==> run_1/power_grid.png <==
Scale bar: 20 um. Pins as bars on the die edge. Tap cells in grey.
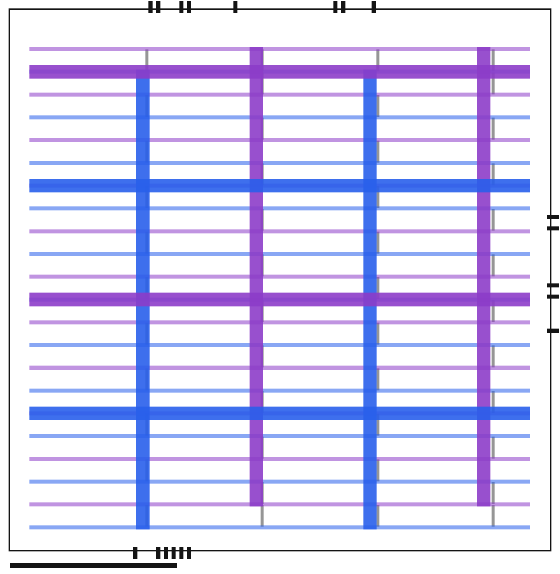
==> run_1/placement_by_type.png <==
Scale bar: 20 um.
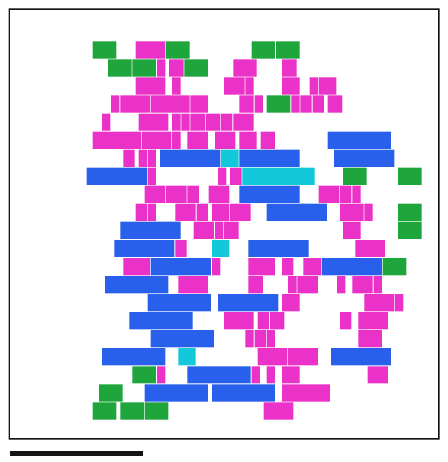
==> run_1/clk_routes.png <==
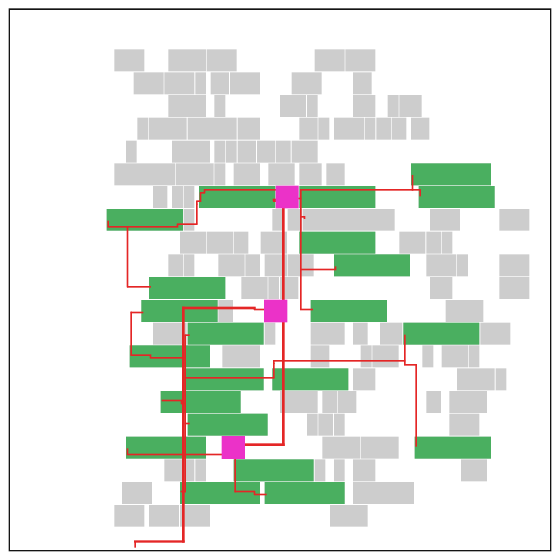
`src/rtl/stage_pkg.sv`:
```
// Shared types and constants for the stage lighting controller.
// State codes double as the externally visible mode_o value.
package stage_pkg;

  typedef enum logic [2:0] {
    ST_OFF     = 3'd0,
    ST_BLANK   = 3'd1,
    ST_PLAY    = 3'd2,
    ST_MUSIC   = 3'd3,
    ST_SPEAKER = 3'd4,
    ST_HOUSE   = 3'd5
  } state_e;

  localparam int MSW_PLAY    = 0;
  localparam int MSW_MUSIC   = 1;
  localparam int MSW_SPEAKER = 2;
  localparam int MSW_HOUSE   = 3;

  function automatic int center_pos(input int n_pos);
    return n_pos / 2;
  endfunction

endpackage

```
`src/rtl/stage_spot_track.sv`:
```
// Debounced spotlight tracker: synchronises active-low presence sensors and moves
// the spotlight once a single sensor has been seen for HOLD_CYC consecutive cycles.
module stage_spot_track
  import stage_pkg::*;
#(
  parameter int N_POS    = 4,
  parameter int HOLD_CYC = 3,
  parameter int PW       = 2
) (
  input  logic             clk,
  input  logic             rst,
  input  logic             en,
  input  logic [N_POS-1:0] sens_n,
  output logic [PW-1:0]    spot_pos
);

  localparam int HW = $clog2(HOLD_CYC + 1);
  localparam logic [HW-1:0] HOLD    = HW'(HOLD_CYC);
  localparam logic [HW-1:0] HOLD_M1 = HW'(HOLD_CYC - 1);
  localparam logic [HW-1:0] H_ONE   = HW'(1);
  localparam logic [PW-1:0] CENTER  = PW'(center_pos(N_POS));

  logic [N_POS-1:0] sync1_q, sync2_q, s;
  logic             valid;
  logic [PW-1:0]    cand;
  logic [HW-1:0]    hcnt_q, hcnt_d;
  logic [PW-1:0]    cand_q, cand_d;
  logic [PW-1:0]    pos_q, pos_d;

  // Synchroniser idles high so a reset does not look like every sensor asserted.
  always_ff @(posedge clk or posedge rst) begin
    if (rst) begin
      sync1_q <= '1;
      sync2_q <= '1;
    end else begin
      sync1_q <= sens_n;
      sync2_q <= sync1_q;
    end
  end

  assign s     = ~sync2_q;
  assign valid = $onehot(s);

  always_comb begin
    cand = '0;
    for (int i = 0; i < N_POS; i++) begin
      if (s[i]) cand = PW'(i);
    end
  end

  always_comb begin
    hcnt_d = hcnt_q;
    cand_d = cand_q;
    pos_d  = pos_q;
    if (!en) begin
      hcnt_d = '0;
      pos_d  = CENTER;
    end else if (!valid) begin
      hcnt_d = '0;
    end else if (hcnt_q != '0 && cand == cand_q) begin
      // Saturated count means the move already happened for this sensor.
      if (hcnt_q != HOLD) begin
        hcnt_d = hcnt_q + H_ONE;
        if (hcnt_q == HOLD_M1) pos_d = cand;
      end
    end else begin
      cand_d = cand;
      hcnt_d = H_ONE;
      if (HOLD_CYC == 1) pos_d = cand;
    end
  end

  always_ff @(posedge clk or posedge rst) begin
    if (rst) begin
      hcnt_q <= '0;
      cand_q <= '0;
      pos_q  <= CENTER;
    end else begin
      hcnt_q <= hcnt_d;
      cand_q <= cand_d;
      pos_q  <= pos_d;
    end
  end

  assign spot_pos = pos_q;

endmodule

```
`src/rtl/stage_ctrl_n.sv`:
```
// Top-level stage lighting controller: request decode, blanked mode FSM and
// Moore output decode, with the spotlight tracker enabled in PLAY and SPEAKER.
module stage_ctrl_n
  import stage_pkg::*;
#(
  parameter int N_POS     = 4,
  parameter int HOLD_CYC  = 3,
  parameter int XFADE_CYC = 4,
  localparam int PW = ($clog2(N_POS) < 1) ? 1 : $clog2(N_POS)
) (
  input  logic             clk,
  input  logic             rst,
  input  logic             sys_en,
  input  logic [3:0]       mode_sw,
  input  logic [N_POS-1:0] sens_n,
  output logic             vis,
  output logic             house_lt,
  output logic             spot_on,
  output logic [PW-1:0]    spot_pos,
  output logic [2:0]       mode_o
);

  localparam int XW = (XFADE_CYC > 1) ? $clog2(XFADE_CYC) : 1;
  localparam logic [XW-1:0] XLOAD = XW'(XFADE_CYC - 1);
  localparam logic [XW-1:0] X_ONE = XW'(1);

  state_e        req;
  state_e        state_q, state_d;
  state_e        target_q, target_d;
  logic [XW-1:0] xcnt_q, xcnt_d;
  logic          track_en;

  always_comb begin
    req = ST_OFF;
    if (sys_en && $onehot(mode_sw)) begin
      if (mode_sw[MSW_PLAY])         req = ST_PLAY;
      else if (mode_sw[MSW_MUSIC])   req = ST_MUSIC;
      else if (mode_sw[MSW_SPEAKER]) req = ST_SPEAKER;
      else                           req = ST_HOUSE;
    end
  end

  // Dropping to OFF bypasses blanking so lights can always be killed at once.
  always_comb begin
    state_d  = state_q;
    target_d = target_q;
    xcnt_d   = xcnt_q;
    if (req == ST_OFF) begin
      state_d = ST_OFF;
    end else if (state_q == ST_BLANK) begin
      if (req != target_q) begin
        target_d = req;
        xcnt_d   = XLOAD;
      end else if (xcnt_q != '0) begin
        xcnt_d = xcnt_q - X_ONE;
      end else begin
        state_d = target_q;
      end
    end else if (req != state_q) begin
      state_d  = ST_BLANK;
      target_d = req;
      xcnt_d   = XLOAD;
    end
  end

  always_ff @(posedge clk or posedge rst) begin
    if (rst) begin
      state_q  <= ST_OFF;
      target_q <= ST_OFF;
      xcnt_q   <= '0;
    end else begin
      state_q  <= state_d;
      target_q <= target_d;
      xcnt_q   <= xcnt_d;
    end
  end

  assign vis      = (state_q == ST_PLAY) || (state_q == ST_MUSIC);
  assign spot_on  = (state_q == ST_PLAY) || (state_q == ST_SPEAKER);
  assign house_lt = (state_q == ST_HOUSE);
  assign mode_o   = state_q;
  assign track_en = spot_on;

  stage_spot_track #(
    .N_POS    (N_POS),
    .HOLD_CYC (HOLD_CYC),
    .PW       (PW)
  ) u_spot (
    .clk      (clk),
    .rst      (rst),
    .en       (track_en),
    .sens_n   (sens_n),
    .spot_pos (spot_pos)
  );

endmodule

```
`config.mk`:
```
export PLATFORM = sky130hd
export DESIGN_NAME = stage_ctrl_n
export DESIGN_NICKNAME = d
export VERILOG_FILES = /design/src/rtl/stage_pkg.sv /design/src/rtl/stage_spot_track.sv /design/src/rtl/stage_ctrl_n.sv
export SDC_FILE = /design/constraint.sdc
export NUM_CORES = 1
export LEC_CHECK = 0
export CORE_MARGIN = 2
export CORE_UTILIZATION = 35
export CTS_CLUSTER_SIZE = 25
export DETAILED_ROUTE_END_ITERATION = 12
export PLACE_DENSITY = 0.63
export SLEW_MARGIN = 0
export SYNTH_ARGS = -nofsm -noshare
export SYNTH_HDL_FRONTEND = slang
export SYNTH_SLANG_ARGS = --single-unit
```
`constraint.sdc`:
```
create_clock -name clk -period 5.71 [get_ports clk]
set_input_delay 0.571 -clock clk [delete_from_list [all_inputs] [get_ports clk]]
set_output_delay 0.571 -clock clk [all_outputs]
set_load 0.02 [all_outputs]
```
==> impl_metrics.py, run 1 <==
# Synthesis and PnR figures
metrics = {
    "run_status": {
        "status": "completed",
    },
    "yosys": {
        "synth-main-ff-cell": "dfrtp_1",
        "syn_area_cell_um2": 10.6,
        "enable_flop_cells": 0,
        "ys_cells": 121,
        "post_synth_inst_count": 121,
        "synth.area.top_cells": "dfrtp_1, dfstp_2, ha_1",
        "synth.cells.most_frequent": "inv_1, dfrtp_1, ha_1, dfstp_2, nand2_1",
        "post-synth-top-count-cell": "inv_1",
        "synthDominantAreaCellType": "dfrtp_1",
        "postSynth.asyncResetShare_pct": 100,
        "ys_warn_count": 0,
        "synth_cell_type_count": 37,
        "yosys-stat-area_um2": 1280,
        "synth.net_count": 146,
        "ys_seq_share_pct": 43.8,
        "yosys.area.top_type_share_pct": 25.4,
        "synth_area_um2": 1280,
        "synth_flop_count": 22,
    },
    "detailed_routing": {
        "top_layer": "met4",
        "post_drt_via_cell_ratio": 4.94,
        "wirelength_mm": 2.20,
        "met3RoutedLength_um": 68,
        "detail_route.iter0.violations": 51,
        "detail_route.drc_violations": 0,
        "m1WireLength_um": 950,
        "first_pass_iters": 4,
        "dr_total_vias": 924,
        "final_antenna_net_count": 0,
        "detail_routed_net_length_per_standard_cell_um": 11.8,
        "met2WireLength_mm": 1.13,
    },
    "worst_setup_path": {
        "timing_worst_setup_path_type": "input pin to flip-flop",
        "crit_chain": "clkdlybuf4s50_1 > inv_1 > fa_1 > inv_1 > ha_1 > ha_1 > nand4bb_2 > o31ai_1 > nor4b_1 > and4_1 > or3_1 > o21ai_2",
        "critPathTopFamily": "simple AND/OR/NAND/NOR gates",
        "worst-path-max-fanout": 5,
        "cp-start-kind": "input pin",
        "rr_worst_depth": 8,
        "cpPeakStageDelay_ns": 0.54,
        "critPathSlowestCell": "fa_1",
        "worstPathArrival_ns": 3.56,
        "crit_cells": 12,
        "worstSetupEndpointType": "flip-flop",
        "critical_path.n_buffers_inverters": 3,
        "cp.required_ns": 5.92,
    },
    "die": {
        "die_h_um": 64.5,
        "num_rows": 21,
        "die_x_um": 64.5,
        "pin_count": 19,
        "initCoreUtil_pct": 37.5,
        "die-area_um2": 4160,
    },
    "cells_and_area": {
        "antenna_cells": 0,
        "multi_input_comb_area_um2": 643,
        "fill_count": 316,
        "layout.area.seq_um2": 562,
        "stdcell_count": 187,
        "final_layout_size_suffix_gt1_share_pct": 14.2,
        "synthToLayoutAreaGrowth_pct": 21.4,
        "final_nets": 167,
    },
    "grt": {
        "grtUsageTotal_pct": 12.6,
        "maximum_number_of_pins_on_one_net_before_global_route_repair": 23,
        "wire_length_of_the_first_global_routing_pass_mm": 4.09,
        "grt_overflow_total": 0,
        "grt_antenna_before_repair": 0,
        "first_global_vias": 946,
    },
    "sta": {
        "setup_violations": 0,
        "post-route-period-util_pct": 58.8,
        "rsz0062_at_grt": "false",
        "fin_skew_ns": 0.00414,
        "count_of_endpoints_failing_hold_in_the_final_timing_report": 0,
        "period_needed_ns": 3.36,
        "post-route-worst-setup-slack_ns": 2.35,
        "finalMaxSlewViolations": 0,
        "worst-slew-pin-transition_ns": 0.784,
        "slew-limit-headroom_pct": 47.7,
        "final.setup.tns_ns": 0,
        "fmax_ghz": 0.298,
    },
    "clock_network": {
        "insertion_delay_ns": 0.31,
        "cts.sinks": 22,
        "postCtsResizedCells": 0,
        "cts_tree": "built",
        "cts-buffers-inserted": 3,
        "post_cts_buffers": 0,
        "htree_num_levels": 1,
        "post_cts_hold_buffer_count": 0,
        "cts_root_buf": "clkbuf_4",
        "cts_max_path_buffers": 2,
        "cts.clk_slew.worst_paths_ns": 0.12,
    },
    "placement": {
        "port_buf_inserts": 18,
        "dpl_cell_area_um2": 1500,
        "dp_slack_ns": 2.00,
        "placed_cells": 183,
        "post-dp-hpwl_mm": 1.80,
        "place_congestion": 0.800,
    },
    "pwr": {
        "vdd_ir_drop_max_v": 0.0000922,
        "power_density_nw_per_um2": 226,
        "p_leak_uw": 0.000691,
    },
    "hold_path": {
        "timing.hold.worst.class": "flip-flop to flip-flop",
        "min_delay_path_depth": 0,
    },
    "run": {
        "drv.max_cap_violation_count": 0,
        "warning_count": 31,
    },
}
-- power_grid.png (at the start) --
- VSS: blue
- VDD: purple
- signal pins: 19
- rows: 21
- tap cells: 46
- met5 straps: 4

-- placement_by_type.png (at the start) --
- clock drivers and dummy loads: cyan (cells 4; share of their area 3.5%)
- combinational and other logic: magenta (cells 97; share of their area 47%)
- remaining buffers and delay cells: green (cells 18; share of their area 12%)
- sequential cells: blue (cells 22; share of their area 38%)
Layout Cell Area excl Fill: 1560 um2
share of the core filled with cells: 45.5%
Seq/total area: 36.1%
Core Area: 3420 um2

-- clk_routes.png (at the start) --
- clock wires: red (length 259 um)
- clock drivers: magenta (count 3)
- flip-flops: green (count 22)
- routed clock nets: 4

run 1: power breakdown:
part           internal [uW]  switching [uW]  leakage [uW]
Clock                   71.0            48.0     0.0000279
Sequential               168            7.28      0.000266
Combinational           28.1            29.7      0.000396
Total                    267            85.0      0.000691
run 1: path summary, 6_finish.rpt:
| path | start | endpoint | slack [ns] |
|---|---|---|---|
| setup / recovery | mode_sw[0] | xcnt_q[0] | 2.35 |
| max in group asynchronous | rst | xcnt_q[0] | 4.54 |
| min in group asynchronous | rst | xcnt_q[1] | 0.69 |
| setup reg to reg | u_spot.sync2_q[2] | u_spot.spot_pos[0] | 3.27 |
| hold / removal | u_spot.sync1_q[2] | u_spot.sync2_q[2] | 0.36 |
| hold reg to reg | u_spot.sync1_q[2] | u_spot.sync2_q[2] | 0.36 |
run 1: logic make-up (layout without fill, tap and decap cells):
logic type | after synthesis | in the layout | synth area share [%]
fa+ha+maj | 14 | 14 | 14.8
xor+xnor | 7 | 7 | 4.79
mux | 4 | 4 | 3.32
buf+inv | 18 | 38 | 5.96
compound gates | 22 | 22 | 11.2
simple gates | 34 | 34 | 16.0
flops | 22 | 22 | 43.8
run 1: sequential cells by signal (all words and copies together) (netlist names):
signal / cells
u_spot.spot_pos: 2
u_spot.sync1_q: 4
xcnt_q: 2
u_spot.sync2_q: 4
mode_o: 3
target_q: 3
u_spot.cand_q: 2
u_spot.hcnt_q: 2
run 1: layout by cell type, fill, tap and decap left out, types with 2 or more instances in the layout:
master	instances
dfstp_2	9
nor3_1	2
inv_1	16
clkdlybuf4s50_1	18
nand2_1	8
xor2_1	3
nand2b_1	2
clkbuf_4	3
dfrtp_1	13
o21ai_2	2
nor3b_1	2
nor2_1	5
mux2_2	2
or3_1	2
ha_1	12
fa_1	2
nor2b_1	4
o21ai_0	6
o211ai_1	2
mux2i_1	2
xnor2_1	4
a21oi_1	5
a22o_1	2
run 1: cell type report:
| class | count | area share [%] |
|---|---|---|
| clock inverter | 1 | 1.93 |
| tap | 46 | 3.70 |
| sequential | 22 | 36.1 |
| inverter | 16 | 3.86 |
| clock buffer | 3 | 1.45 |
| multi-input combinational | 81 | 41.4 |
| timing repair buffer | 18 | 11.6 |
run 1: metal layers:
layer  track usage (%)  vias up
met1              15.3      446
met3              1.74        5
met4              7.18        0
met5                 0        -
met2              21.4       16
li1                  -      457
run 1: per-stage QoR:
step | hold slack [ns] | total power (uW)
after floorplan | 0.345 | 216
after global placement | 0.346 | 233
after detailed placement | 0.347 | 237
after CTS | 0.366 | 357
after global routing | 0.373 | 377
final | 0.364 | 352
==> run_1/congestion.png <==
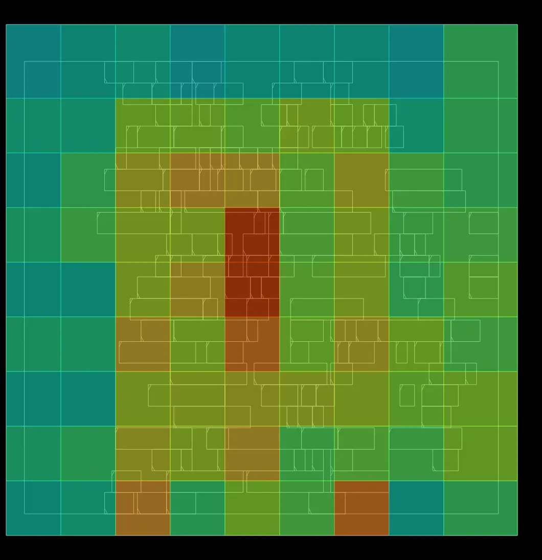

--- run 2 (diff from run 1) ---
==> constraint.sdc (replaced) <==
create_clock -name clk -period 3.2 [get_ports clk]
set_input_delay 0.32 -clock clk [delete_from_list [all_inputs] [get_ports clk]]
set_output_delay 0.32 -clock clk [all_outputs]
set_load 0.02 [all_outputs]
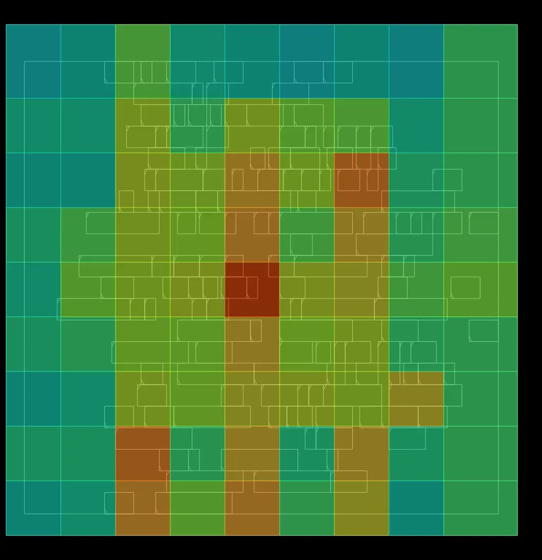
(run_2/congestion.png)
met1 capacity usage during global routing: 15.0%
busiest layer in global routing: met2

==> impl_metrics.py, run 2 <==
# Synthesis and PnR figures
metrics = {
    "run_status": {
        "status": "completed",
    },
    "die": {
        "num_rows": 21,
        "initCoreUtil_pct": 37.5,
        "die_h_um": 64.5,
        "die-area_um2": 4160,
        "core_area_um2": 3420,
        "die_x_um": 64.5,
        "pin_count": 19,
    },
    "detailed_routing": {
        "detail_route.drc_violations": 0,
        "first_pass_iters": 4,
        "dr_total_vias": 928,
        "post_drt_via_cell_ratio": 4.83,
        "wirelength_mm": 2.18,
        "detail_route.iter0.violations": 31,
        "detail_routed_net_length_per_standard_cell_um": 11.4,
        "final_antenna_net_count": 0,
    },
    "worst_setup_path": {
        "worst-r2r-setup-slack_ns": 0.82,
        "setup.worst_path.start": "mode_sw[0]",
        "source_of_the_worst_register_to_register_timing_path": "u_spot.sync2_q[2]",
        "crit_cells": 12,
        "cpPeakStageDelay_ns": 0.53,
        "worstPathArrival_ns": 3.20,
        "critical_path.n_buffers_inverters": 3,
        "crit_chain": "clkdlybuf4s50_1 > inv_1 > fa_1 > inv_1 > ha_1 > ha_1 > nand4bb_2 > o31ai_1 > nor4b_1 > and4_1 > or3_1 > o21ai_2",
        "critPathTopFamily": "simple AND/OR/NAND/NOR gates",
        "rr_worst_depth": 8,
        "worstSetupEndpointType": "flip-flop",
        "cp.required_ns": 3.41,
        "worst-path-max-fanout": 5,
        "critPathSlowestCell": "fa_1",
        "regToRegEndpoint": "u_spot.spot_pos[0]",
        "timing_worst_setup_path_type": "input pin to flip-flop",
        "cp-start-kind": "input pin",
    },
    "yosys": {
        "post_synth_inst_count": 121,
        "syn_area_cell_um2": 10.6,
        "enable_flop_cells": 0,
        "ys_seq_share_pct": 43.8,
        "yosys-stat-area_um2": 1280,
        "post-synth-top-count-cell": "inv_1",
        "synth_cell_type_count": 37,
        "yosys.area.top_type_share_pct": 25.4,
        "synth.cells.most_frequent": "inv_1, dfrtp_1, ha_1, dfstp_2, nand2_1",
        "synthDominantAreaCellType": "dfrtp_1",
        "ys_warn_count": 0,
        "postSynth.asyncResetShare_pct": 100,
        "ys_cells": 121,
        "synth_flop_count": 22,
        "synth_area_um2": 1280,
        "synth.area.top_cells": "dfrtp_1, dfstp_2, ha_1",
        "synth-main-ff-cell": "dfrtp_1",
        "synth.net_count": 146,
    },
    "run": {
        "drv.max_cap_violation_count": 0,
        "warning_count": 31,
    },
    "hold_path": {
        "min_from": "u_spot.sync1_q[0]",
        "worst_hold_path.endpoint": "u_spot.sync2_q[0]",
        "timing.hold.worst.class": "flip-flop to flip-flop",
        "min_delay_path_depth": 0,
    },
    "pwr": {
        "power_density_nw_per_um2": 350,
        "net_switching_power_figure_uw": 144,
        "power_frac_seq_pct": 57.1,
        "clockPowerShare_pct": 23.0,
        "vdd_ir_drop_max_v": 0.000188,
        "sw_ratio_pct": 26.3,
        "p_leak_uw": 0.000702,
        "p_int_uw": 403,
        "p_comb_share_pct": 19.8,
    },
    "clock_network": {
        "cts.clk_slew.worst_paths_ns": 0.12,
        "cts.sinks": 22,
        "cts-buffers-inserted": 3,
        "post_cts_buffers": 0,
        "postCtsResizedCells": 0,
        "cts_tree": "built",
        "htree_num_levels": 1,
        "cts_max_path_buffers": 2,
        "post_cts_hold_buffer_count": 0,
        "cts_root_buf": "clkbuf_4",
        "insertion_delay_ns": 0.31,
    },
    "sta": {
        "final.setup.tns_ns": 0,
        "fin_skew_ns": 0.0120,
        "fin_worst_hold_slack_ns": 0.346,
        "period_needed_ns": 2.99,
        "count_of_endpoints_failing_hold_in_the_final_timing_report": 0,
        "fmax_ghz": 0.334,
        "rsz0062_at_grt": "false",
        "worst-slew-pin-transition_ns": 0.785,
        "slew-limit-headroom_pct": 47.6,
        "post-route-period-util_pct": 93.6,
        "setup_violations": 0,
        "finalMaxSlewViolations": 0,
    },
    "placement": {
        "post-dp-hpwl_mm": 1.77,
        "dpl_cell_area_um2": 1540,
        "place_congestion": 0.744,
        "port_buf_inserts": 18,
        "placed_cells": 188,
    },
    "cells_and_area": {
        "top_regs": "u_spot.sync1_q x4, u_spot.sync2_q x4",
        "share_of_the_core_filled_with_cells_pct": 45.9,
        "final_design_area_no_fill_um2": 1570,
        "fill_count": 330,
        "synthToLayoutAreaGrowth_pct": 22.3,
        "mostFrequentLayoutCell": "clkdlybuf4s50_1",
        "final_nets": 172,
        "antenna_cells": 0,
        "layout.cells.most_common_list": "clkdlybuf4s50_1, inv_1, dfrtp_1",
        "stdcell_count": 192,
        "final_layout_size_suffix_gt1_share_pct": 16.4,
    },
    "grt": {
        "wire_length_of_the_first_global_routing_pass_mm": 3.88,
        "grt_antenna_before_repair": 0,
        "first_global_vias": 872,
        "grt_overflow_total": 0,
        "maximum_number_of_pins_on_one_net_before_global_route_repair": 23,
        "grtUsageTotal_pct": 11.9,
    },
}
-- run 2: worst reg2reg max path, stage by stage, from the launching register on --
cell      delay [ns]
dfstp_2         0.55
inv_1           0.05
ha_1            0.29
ha_1            0.20
fa_1            0.43
nor3b_1         0.30
nand4b_1        0.21
mux2i_1         0.21
nor3_1          0.06
-- run 2: per-layer routing --
layer | vias up | wire, um | GRT usage [%]
met1 | 439 | 1010 | 15.0
met4 | 0 | 17 | 3.99
met5 | - | 0 | 0
met3 | 2 | 62 | 2.60
met2 | 20 | 1090 | 20.2
li1 | 467 | - | -
-- run 2: kinds of logic after synthesis --
kind of cell	count (synthesis)	share of synthesized area (%)
flops	22	43.8
simple gates	34	16.0
xor+xnor	7	4.79
mux	4	3.32
buf+inv	18	5.96
fa+ha+maj	14	14.8
compound gates	22	11.2
-- run 2: worst max-delay path by stage --
stage	slack (ns)	endpoint
6_report	0.21	xcnt_q[0]
3_5_place_dp	-0.13	xcnt_q[0]
5_1_grt	0.04	xcnt_q[0]
2_1_floorplan	0.53	xcnt_q[0]
3_3_place_gp	-0.07	xcnt_q[0]
4_1_cts	0.21	xcnt_q[0]
-- run 2: power by group through the flow --
stage	combinational, uW	sequential, uW	clock [uW]
after floorplan	71.0	315	0
after global placement	106	317	0
after detailed placement	111	318	0
after CTS	111	313	134
after global routing	125	315	151
final	109	313	126
-- run 2: cell type report --
class,count,area [um2],area share (%)
repair buffers,23,218,13.9
well taps,46,57.6,3.67
clock buffers,4,26.3,1.68
multi-input cells,81,643,41.1
inverters,16,60.1,3.83
flip-flops and latches,22,562,35.9
-- run 2: stage by stage --
stage | worst slack (ns) | total power [uW]
final | 0.206 | 548
after global routing | 0.0450 | 590
after CTS | 0.205 | 558
after detailed placement | -0.134 | 428
after global placement | -0.0663 | 422
after floorplan | 0.535 | 386
No activity file was given, so power comes from the tool's default toggle rates.
